Fig. 1: run 1, clock distribution
Drawn at 2 px/um.
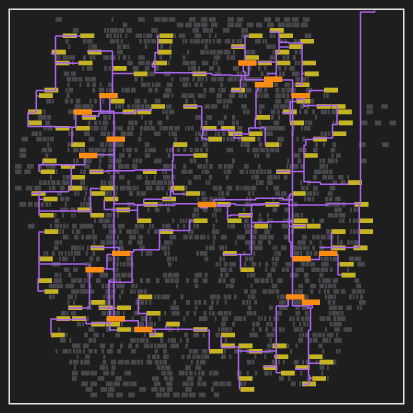
Fig. 2: run 1, clock wiring as the flow saved it
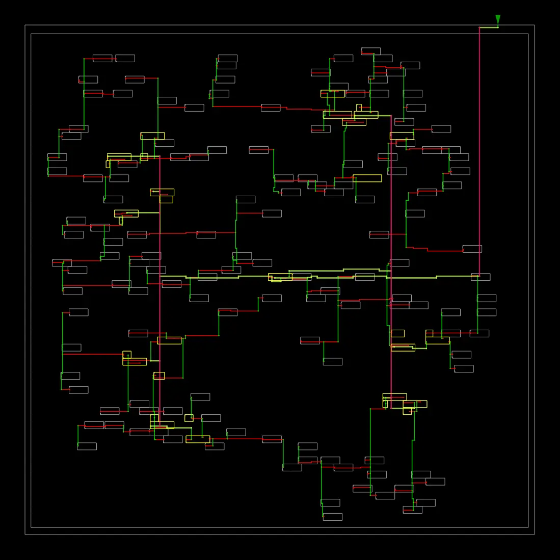
Fig. 3: run 1, metal 3
Drawn at 2 px/um. Cells faint in the background.
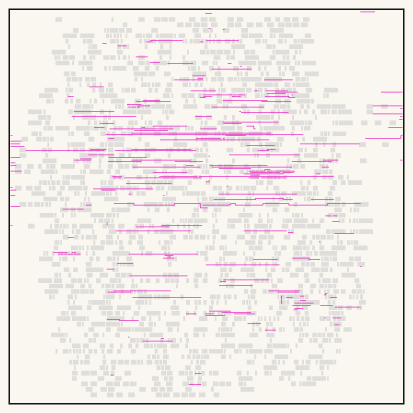
===== config.mk =====
export PLATFORM = sky130hd
export DESIGN_NAME = seq_divider_flat
export DESIGN_NICKNAME = d
export VERILOG_FILES = /design/src/rtl/seq_divider_if.sv /design/src/rtl/seq_divider.sv /design/src/flat_wrapper.sv
export SDC_FILE = /design/constraint.sdc
export NUM_CORES = 1
export LEC_CHECK = 0
export CELL_PAD_IN_SITES_DETAIL_PLACEMENT = 0
export CELL_PAD_IN_SITES_GLOBAL_PLACEMENT = 2
export CORE_MARGIN = 2
export CORE_UTILIZATION = 31
export CTS_CLUSTER_DIAMETER = 200
export DETAILED_ROUTE_END_ITERATION = 12
export PLACE_DENSITY = 0.81
export SKIP_CTS_REPAIR_TIMING = 1
export SLEW_MARGIN = 20
export SYNTH_ARGS = -nofsm -noshare
export SYNTH_HDL_FRONTEND = slang
export SYNTH_SLANG_ARGS = --single-unit

===== constraint.sdc =====
create_clock -name clk -period 6.55 [get_ports clk]
set_clock_uncertainty 0.1 [all_clocks]
set_input_delay 0.9825 -clock clk [delete_from_list [all_inputs] [get_ports clk]]
set_output_delay 0.9825 -clock clk [all_outputs]
set_load 0.005 [all_outputs]

===== src/rtl/seq_divider_if.sv =====
// ---------------------------------------------------------------------------
// seq_divider_if: request/response bundle for the sequential divider.
//   start    - request strobe, only accepted while the divider is idle
//   op       - 00 DIV, 01 DIVU, 10 REM, 11 REMU
//   dividend - operand a, captured with start
//   divisor  - operand b, captured with start
//   busy     - divider is not idle
//   done     - one-cycle pulse, result valid in that cycle
//   result   - quotient or remainder selected by op, held until next done
// ---------------------------------------------------------------------------
interface seq_divider_if #(
    parameter int N = 32
);
    logic         start;
    logic [1:0]   op;
    logic [N-1:0] dividend;
    logic [N-1:0] divisor;
    logic         busy;
    logic         done;
    logic [N-1:0] result;

    modport master (
        output start, op, dividend, divisor,
        input  busy, done, result
    );

    modport slave (
        input  start, op, dividend, divisor,
        output busy, done, result
    );
endinterface


===== src/rtl/seq_divider.sv =====
// ---------------------------------------------------------------------------
// seq_divider: multi-cycle restoring shift-subtract divider for the RISC-V
// DIV/DIVU/REM/REMU operations. One subtract/restore step per clock.
//   clk - rising-edge clock
//   rst - synchronous active-high reset
//   bus - seq_divider_if slave (start/op/dividend/divisor in,
//         busy/done/result out)
// Normal ops finish with done in the cycle after edge k+N (k = capture edge);
// divide-by-zero and signed overflow finish in the cycle after edge k.
// ---------------------------------------------------------------------------
module seq_divider #(
    parameter int N = 32
) (
    input  logic          clk,
    input  logic          rst,
    seq_divider_if.slave  bus
);
    localparam int CW = $clog2(N) + 1;

    typedef enum logic [1:0] {IDLE, RUN, DONE} state_t;

    state_t        state_q,  state_d;
    logic [CW-1:0] cnt_q,    cnt_d;
    logic [N-1:0]  rem_q,    rem_d;
    logic [N-1:0]  quo_q,    quo_d;
    logic [N-1:0]  dvs_q,    dvs_d;     // |divisor|
    logic          neg_q_q,  neg_q_d;   // negate quotient
    logic          neg_r_q,  neg_r_d;   // negate remainder
    logic          sel_r_q,  sel_r_d;   // result is remainder
    logic          busy_q,   busy_d;
    logic          done_q,   done_d;
    logic [N-1:0]  result_q, result_d;

    // Capture-time operand decode
    logic         is_signed, a_neg, b_neg, div0, ovf;
    logic [N-1:0] a_abs, b_abs, spec_res;

    assign is_signed = ~bus.op[0];
    assign a_neg     = is_signed & bus.dividend[N-1];
    assign b_neg     = is_signed & bus.divisor[N-1];
    // Negating the most negative value gives the same bit pattern, which is
    // the correct magnitude when read as unsigned.
    assign a_abs     = a_neg ? -bus.dividend : bus.dividend;
    assign b_abs     = b_neg ? -bus.divisor  : bus.divisor;
    assign div0      = (bus.divisor == '0);
    assign ovf       = is_signed & (bus.dividend == {1'b1, {(N-1){1'b0}}})
                                 & (bus.divisor == '1);
    // Divide-by-zero takes priority over overflow.
    assign spec_res  = div0 ? (bus.op[1] ? bus.dividend : '1)
                            : (bus.op[1] ? '0 : bus.dividend);

    // One restoring step. The shifted remainder can need N+1 bits, so the
    // trial subtract carries an extra bit to keep its sign unambiguous.
    logic [N:0]   rem_sh;
    logic [N+1:0] diff;
    logic         ge;
    logic [N-1:0] rem_nx, quo_nx, quo_fix, rem_fix;

    assign rem_sh  = {rem_q, quo_q[N-1]};
    assign diff    = {1'b0, rem_sh} - {2'b00, dvs_q};
    assign ge      = ~diff[N+1];
    assign rem_nx  = ge ? diff[N-1:0] : rem_sh[N-1:0];
    assign quo_nx  = {quo_q[N-2:0], ge};
    assign quo_fix = neg_q_q ? -quo_nx : quo_nx;
    assign rem_fix = neg_r_q ? -rem_nx : rem_nx;

    always_comb begin
        state_d  = state_q;
        cnt_d    = cnt_q;
        rem_d    = rem_q;
        quo_d    = quo_q;
        dvs_d    = dvs_q;
        neg_q_d  = neg_q_q;
        neg_r_d  = neg_r_q;
        sel_r_d  = sel_r_q;
        busy_d   = busy_q;
        done_d   = 1'b0;
        result_d = result_q;
        unique case (state_q)
            IDLE: begin
                if (bus.start) begin
                    busy_d  = 1'b1;
                    sel_r_d = bus.op[1];
                    neg_q_d = a_neg ^ b_neg;
                    neg_r_d = a_neg;
                    dvs_d   = b_abs;
                    rem_d   = '0;
                    quo_d   = a_abs;
                    cnt_d   = '0;
                    if (div0 || ovf) begin
                        state_d  = DONE;
                        done_d   = 1'b1;
                        result_d = spec_res;
                    end else begin
                        state_d  = RUN;
                    end
                end
            end
            RUN: begin
                rem_d = rem_nx;
                quo_d = quo_nx;
                cnt_d = cnt_q + 1'b1;
                if (cnt_q == CW'(N - 1)) begin
                    state_d  = DONE;
                    done_d   = 1'b1;
                    result_d = sel_r_q ? rem_fix : quo_fix;
                end
            end
            DONE: begin
                state_d = IDLE;
                busy_d  = 1'b0;
            end
            default: begin
                state_d = IDLE;
                busy_d  = 1'b0;
            end
        endcase
    end

    always_ff @(posedge clk) begin
        if (rst) begin
            state_q  <= IDLE;
            cnt_q    <= '0;
            rem_q    <= '0;
            quo_q    <= '0;
            dvs_q    <= '0;
            neg_q_q  <= 1'b0;
            neg_r_q  <= 1'b0;
            sel_r_q  <= 1'b0;
            busy_q   <= 1'b0;
            done_q   <= 1'b0;
            result_q <= '0;
        end else begin
            state_q  <= state_d;
            cnt_q    <= cnt_d;
            rem_q    <= rem_d;
            quo_q    <= quo_d;
            dvs_q    <= dvs_d;
            neg_q_q  <= neg_q_d;
            neg_r_q  <= neg_r_d;
            sel_r_q  <= sel_r_d;
            busy_q   <= busy_d;
            done_q   <= done_d;
            result_q <= result_d;
        end
    end

    assign bus.busy   = busy_q;
    assign bus.done   = done_q;
    assign bus.result = result_q;
endmodule


===== src/flat_wrapper.sv =====
// flat-port wrapper written by rule: the top's interface ports become plain ports
module seq_divider_flat 
#(
    parameter int N = 32
)
  (clk, rst, bus_start, bus_op, bus_dividend, bus_divisor, bus_busy, bus_done, bus_result);
  seq_divider_if #(.N(N)) bus_i ();
  input  logic clk;
  input  logic rst;
  input wire logic [$bits(bus_i.start)-1:0] bus_start;
  input wire logic [$bits(bus_i.op)-1:0] bus_op;
  input wire logic [$bits(bus_i.dividend)-1:0] bus_dividend;
  input wire logic [$bits(bus_i.divisor)-1:0] bus_divisor;
  output wire logic [$bits(bus_i.busy)-1:0] bus_busy;
  output wire logic [$bits(bus_i.done)-1:0] bus_done;
  output wire logic [$bits(bus_i.result)-1:0] bus_result;
  assign bus_i.start = bus_start;
  assign bus_i.op = bus_op;
  assign bus_i.dividend = bus_dividend;
  assign bus_i.divisor = bus_divisor;
  assign bus_busy = bus_i.busy;
  assign bus_done = bus_i.done;
  assign bus_result = bus_i.result;
  seq_divider #(.N(N)) u_core (.clk(clk), .rst(rst), .bus(bus_i));
endmodule

==> results.cfg, run 1 <==
; physical design summary
[layout]
n_all_inverters = 63
fin_area_sq_um = 13600
logic_area_sq_um = 8050
sh_comb_area = 0.594
nonClkBufAreaFrac = 0.0937
clock_cell_area_share = 0.0436
comb_cells = 1280
n_all_buffers = 134
lay_top_count = nor2_1
drive_above_1_share = 0.0588

[power_and_ir_drop]
p_total_mw = 3.03
combPwrFrac = 0.349
powerDensity_nw_per_um2 = 223
power-top-group = combinational cells
vdd_drop_max_uv = 214
power_leakage_nw = 4.91

[worst_hold_path]
min_path_type = flip-flop to flip-flop
holdPathStages = 2

[placement]
place_ws_ps = 1050
place_area_sq_um = 13000
gp_congestion = 0.885

[logic_synthesis]
avgSynthCellArea_sq_um = 7.22
synth-compound-area-share = 0.287
yosys.area_share.xor_xnor = 0.0946
ys_area_sq_um = 11500
yosys_warnings = 0
fp_nets = 1699

[worst_setup_path]
cp_cell_sequence = clkdlybuf4s50_1 -> or3_1 -> or4_1 -> or4_4 -> or4_4 -> o21ba_1 -> or3b_1 -> a21o_1 -> or3_1 -> or4_1 -> nand3_1
start_kind = primary input
r2r_start = u_core.dvs_q[1]$_SDFFE_PP0P_
crit_arrival_ps = 5440
worstSetupPathType = primary input to flip-flop
critPathMaxStageDelay_ps = 590

[floorplan]
die_h_um = 196
num_rows = 70
well_tap_count = 468
core_area_sq_um = 36500

[clock_tree]
cts_max_level = 4
clkTransAtPathRegs_ps = 60

[final_timing]
fin_crit_sh = 0.786
final_max_slew_viol_count = 0
hold_violations = 0

[routing]
drt-total-wl_um = 45100
vias_per_cell = 5.73
drt_drc_violations_left = 0

[status]
status = complete, no violations

[grt]
globalRouteTotalUtil = 0.233
antenna_found_initial = 0
grt-ovfl-total = 0

[run]
maxCapViolCount = 0
Back to the opening pictures, Fig. 1:
[flip-flops] yellow | count: 141
[clock wires] purple | length: 2420 um
[cells driving clock nets] orange | count: 17
routed clock nets: 18
flops lie: widely spread
Late-Pin Clk Latency: 450 ps
Clk power: 1.02 mW
power share of the clock group: 0.335

Back to the opening pictures, Fig. 2:
clock sinks: 141
sequential cell count: 141
CTS buffer count: 17
CLK BUF: 21

Back to the opening pictures, Fig. 3:
main direction: horizontal
nets with wire on the layer: 155
share of all routed wire: 5.6%
wire length on this layer: 2510 um
longest straight run: 98.4 um
GR met3 Demand/Resource: 0.0337
vias after detailed routing: 12.1k

run 1: synth_stat cells, types with 5 or more instances:
library cell	n	area, sq um
a211oi_1	54	405
a21o_1	15	113
a21oi_1	138	691
a221oi_1	6	52.6
a22oi_1	23	173
a311oi_1	7	61.3
a31oi_1	17	106
and2_1	7	43.8
buf_1	13	48.8
clkbuf_1	93	349
dfxtp_1	141	2820
ha_1	38	475
inv_1	61	229
maj3_1	17	170
mux2_2	7	78.8
mux2i_1	20	200
nand2_1	173	649
nand2b_1	11	68.8
nand3_1	18	90.1
nand3b_1	6	45.0
nand4_1	31	194
nor2_1	187	702
nor2b_1	6	37.5
nor3_1	50	250
nor4_1	17	106
o2111ai_1	5	43.8
o211ai_1	15	113
o21a_1	7	52.6
o21ai_0	89	445
o221ai_1	30	263
o31a_1	5	43.8
o31ai_1	35	263
o41ai_1	11	96.3
or2_2	10	62.6
or3_1	25	156
or4_1	11	82.6
xnor2_1	71	622
xor2_1	53	464
run 1: layer usage:
| layer | vias up | routed length, um | track usage |
|---|---|---|---|
| met5 | - | 0 | 0 |
| met4 | 0 | 1120 | 0.0752 |
| met3 | 46 | 2510 | 0.0337 |
| met2 | 376 | 19100 | 0.342 |
| met1 | 5779 | 22400 | 0.348 |
| li1 | 5931 | - | - |
run 1: registers in the layout (all words and copies together) (netlist names):
name and flops:
u_core.bus.busy 1, u_core.dvs_q 32, u_core.quo_q 32, u_core.bus.done 1
u_core.state_q 2, u_core.neg_r_q 1, u_core.sel_r_q 1, u_core.rem_q 32
u_core.cnt_q 6, u_core.bus.result 32, u_core.neg_q_q 1
run 1: worst max-delay path: cells and delay by family:
kind | cells | cell delay, ps
buffers and inverters | 1 | 550
AOI/OAI and AO/OA | 2 | 420
and+or+nand+nor | 8 | 3490
==> run 2, diff against run 1 <==
- clock period: 6.55 -> 4.9 ns (I/O delays scaled with it)
Fig. 4: run 2, clock wiring as the flow saved it
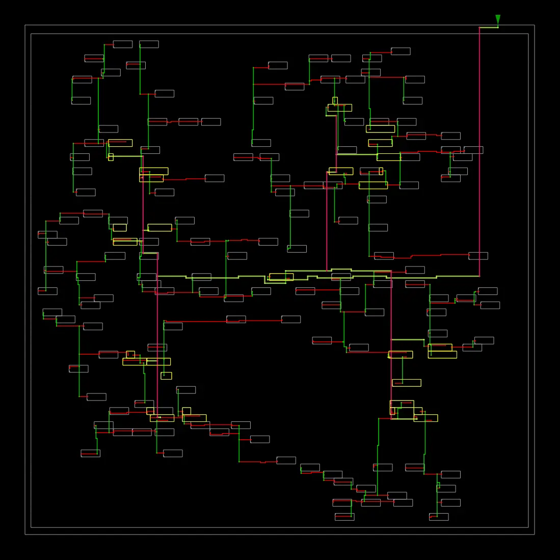
CLK BUF: 19
Clk power: 1.50 mW

==> run 2 against run 1 <==
  * Register-to-register slack got worse by 1200 ps
  * Flip-flop count unchanged
  * Final area increased by 4.4%
  * Routed wire length increased by 3.4%
  * First-iteration DRC count decreased by 13%
  * Via count increased by 3.3%
  * Setup slack got worse by 1100 ps
  * Clock power increased by 47%
  * Worst hold slack improved by 1.3 ps
  * Sequential power increased by 34%
  * Largest power group unchanged
==> results.cfg, run 2 <==
; physical design summary
[worst_setup_path]
critPathMaxStageDelay_ps = 490
crit_arrival_ps = 4890

[status]
status = complete, no violations

[routing]
drt_drc_violations_left = 0
num_vias = 12500

[power_and_ir_drop]
power_leakage_nw = 5.27
powerDensity_nw_per_um2 = 304

[placement]
gp_congestion = 0.938

[logic_synthesis]
most_common_cell = nor2_1
ys_area_sq_um = 11500
yosys.area.top_type = dfxtp_1
yosys.area_share.xor_xnor = 0.0946

[clock_tree]
cts_made_buffers = 17
cts_max_level = 4

[final_timing]
hold_violations = 0

[floorplan]
num_rows = 70

[grt]
globalRouteTotalUtil = 0.242
antenna_found_initial = 0

[layout]
lay_top_count = nor2_1

[worst_hold_path]
holdPathStages = 2
Fig. 5: run 2, cell area per tile
Drawn at 2 px/um. 20 x 20 tiles, from white (low) to dark blue (high), 0 to 100% covered.
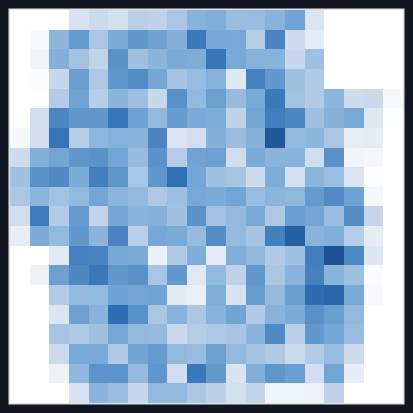
emptiest ninth of the die: top right
mean over tiles: 35%
fullest tile: 86%
nearly empty tiles: 16%
tiles over 75% full: 1.5%
Final Core Density: 0.388
Initial Util: 0.314
core area: 36500 sq um

-- run 2: cell count changes in the layout (fill, tap and decap cells not counted), sizes merged --
cell / delta
clkinvlp: -1
inv: -1
clkbuf: -2
clkinv: +1
buf: +68
bufinv: +3
-- run 2: cells by family after synthesis --
logic type | count (synthesis)
muxes | 27
adders and majority gates | 56
and+or+nand+nor | 575
AOI/OAI and AO/OA | 498
buffers and inverters | 170
xor gates and xnor gates | 124
DFF | 141
-- run 2: through the flow --
stage          hold slack [ps]  utilization  cells  setup TNS (ps)
6_report                   364        0.388   2186               0
3_5_place_dp               355        0.369   2154            -279
2_1_floorplan              332            -   1591               0
3_3_place_gp               348        0.369   2154            -180
5_1_grt                    389        0.388   2186               0
4_1_cts                    365        0.387   2186               0
-- run 2: per-layer routing --
metal,part of all wire,global-route usage
met5,0,0
met4,0.020,0.0648
met3,0.053,0.0308
met2,0.43,0.363
met1,0.50,0.361
-- run 2: tightest hold or removal path, cell delays in order, from the launching register on --
cell	delay [ps]
dfxtp_1	310
nand2_1	50
a21oi_1	50
-- run 2: power by group through the flow --
stage	sequential [mW]	combinational (mW)	clock, mW
finish	1.28	1.54	1.50
global route	1.28	1.68	1.57
CTS	1.27	1.50	1.52
detailed placement	1.30	1.50	0
global placement	1.30	1.50	0
floorplan	1.27	0.928	0
-- run 2: layout make-up --
| type | instances | area, sq um | share of cell area |
|---|---|---|---|
| tap | 468 | 586 | 0.0413 |
| multi-input combinational | 1280 | 8080 | 0.571 |
| clock buffer | 19 | 443 | 0.0313 |
| inverter | 63 | 236 | 0.0167 |
| clock inverter | 13 | 210 | 0.0148 |
| sequential | 141 | 2820 | 0.199 |
| timing repair buffer | 202 | 1780 | 0.126 |
==> run 3, diff against run 2 <==
- HOLD_SLACK_MARGIN: default -> 0.08
- MAX_ROUTING_LAYER: default -> met4
Fig. 6: run 3, metal 3
Drawn at 2 px/um. Cells faint in the background.
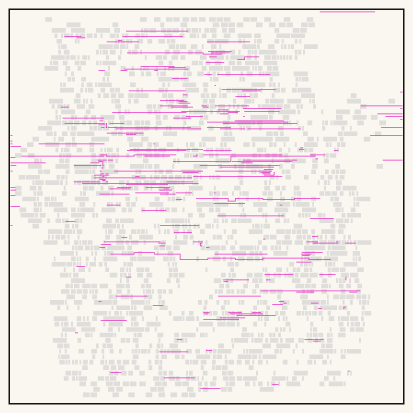
main direction: horizontal
share of all routed wire: 5.8%
wire length on this layer: 2690 um
nets with wire on the layer: 167
WL final: 46700 um
GR met3 Demand/Resource: 0.0308

==> run 3 against run 2 <==
  * Cell count is 0.14% higher
  * Total power fell by 1.4%
  * First-iteration DRC count up 13%
  * Clock power shrank 5%
  * Area after synthesis stayed put
  * Count of clock-buffer cells in the layout fell by 1
  * Routed wire length up 0.11%
  * Final area hardly changed
  * Sequential power barely moved
  * Critical path depth fell by 7
  * Worst hold slack worse by 4.7 ps
  * Flip-flop count unchanged
  * Critical path type is now primary input to flip-flop
  * Highest routed layer unchanged
==> results.cfg, run 3 <==
; physical design summary
[status]
status = complete, no violations

[layout]
utilization = 0.387
lay_top_count = nor2_1
mostFrequentLayoutCells = 185 x nor2_1, 173 x nand2_1, 141 x dfxtp_1, 136 x a21oi_1, 104 x buf_4

[placement]
gp_congestion = 0.957

[grt]
globalRouteTotalUtil = 0.252

[clock_tree]
cts_made_buffers = 17
clock_path_buffers = 2
clkTransAtPathRegs_ps = 70
cts_max_level = 4

[worst_setup_path]
worstSetupEndpointType = flip-flop
path_buffers = 2
crit_arrival_ps = 4870
critPathMaxStageDelay_ps = 500

[logic_synthesis]
netlist_instances = 1591
area_leaders = dfxtp_1 25%, nor2_1 6.1%, a21oi_1 6.0%
edf_count = 0
top_area_frac = 0.246
yosysUniqueCellTypes = 77
ys_area_sq_um = 11500
synth_area_sq_um = 11500

[power_and_ir_drop]
power_leakage_nw = 5.26
powerDensity_nw_per_um2 = 300
vdd_drop_max_uv = 292

[final_timing]
worst_pin_slew_ps = 1060

[routing]
drt_drc_violations_left = 0

[floorplan]
fp_util = 0.314
core_area_sq_um = 36500
ios = 103
num_rows = 70
Fig. 7: run 3, met1 routing
Drawn at 1.5 px/um. Supply wires on this layer in gray.
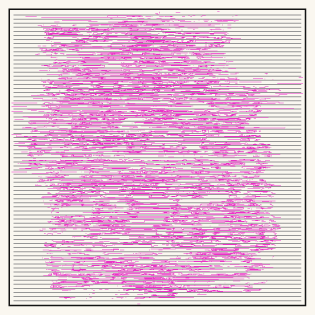
main direction: horizontal
longest straight run: 87.9 um
vias after detailed routing: 12.5k
met1 usage: 0.370

==> run 3: cell families (layout without fill, tap and decap cells) <==
kind of cell / Yosys count / count (layout) / synth area share
AND/OR/NAND/NOR: 575 / 575 / 0.235
multiplexers: 27 / 27 / 0.0243
adder cells (fa/ha/maj): 56 / 56 / 0.0580
flip-flops: 141 / 141 / 0.246
AND-OR/OR-AND: 498 / 498 / 0.287
XOR/XNOR: 124 / 124 / 0.0946
buffers and inverters: 170 / 300 / 0.0557
==> run 3: final cells by class <==
class / count / area, sq um / area share
timing repair buffer: 206 / 1810 / 0.128
tap: 468 / 586 / 0.0414
multi-input combinational: 1280 / 8080 / 0.571
sequential: 141 / 2820 / 0.199
clock buffer: 18 / 429 / 0.0303
clock inverter: 13 / 188 / 0.0133
inverter: 63 / 236 / 0.0167
==> run 3: power by group <==
part           internal, mW  total (mW)  switching (mW)
clock                 0.853        1.43           0.576
sequential             1.21        1.27          0.0658
combinational         0.590        1.55           0.958
total                  2.65        4.25            1.60
==> run 3: worst paths after layout <==
kind / endpoint / cells after the start / slack [ps]
setup reg to reg: u_core.bus.result[22]$_SDFFE_PP0P_ / 19 / 310
setup / recovery: u_core.bus.result[27]$_SDFFE_PP0P_ / 13 / 310
hold / removal: u_core.bus.result[24]$_SDFFE_PP0P_ / 2 / 360
hold reg to reg: u_core.bus.result[24]$_SDFFE_PP0P_ / 2 / 360
==> run 3: metrics by stage <==
step | hold WS (ps) | cells | setup TNS [ps]
after floorplan | 332 | 1591 | 0
after global placement | 346 | 2158 | -142
after detailed placement | 351 | 2158 | -475
after CTS | 367 | 2189 | 0
after global routing | 398 | 2189 | 0
final | 359 | 2189 | 0
==> run 3: routing by layer <==
layer,track usage,wire (um)
met3,0.0308,2690
met4,0.0614,806
met5,-,0
met1,0.370,23300
met2,0.363,20000
Power figures rest on the tool's default switching activity, not on a simulated workload.
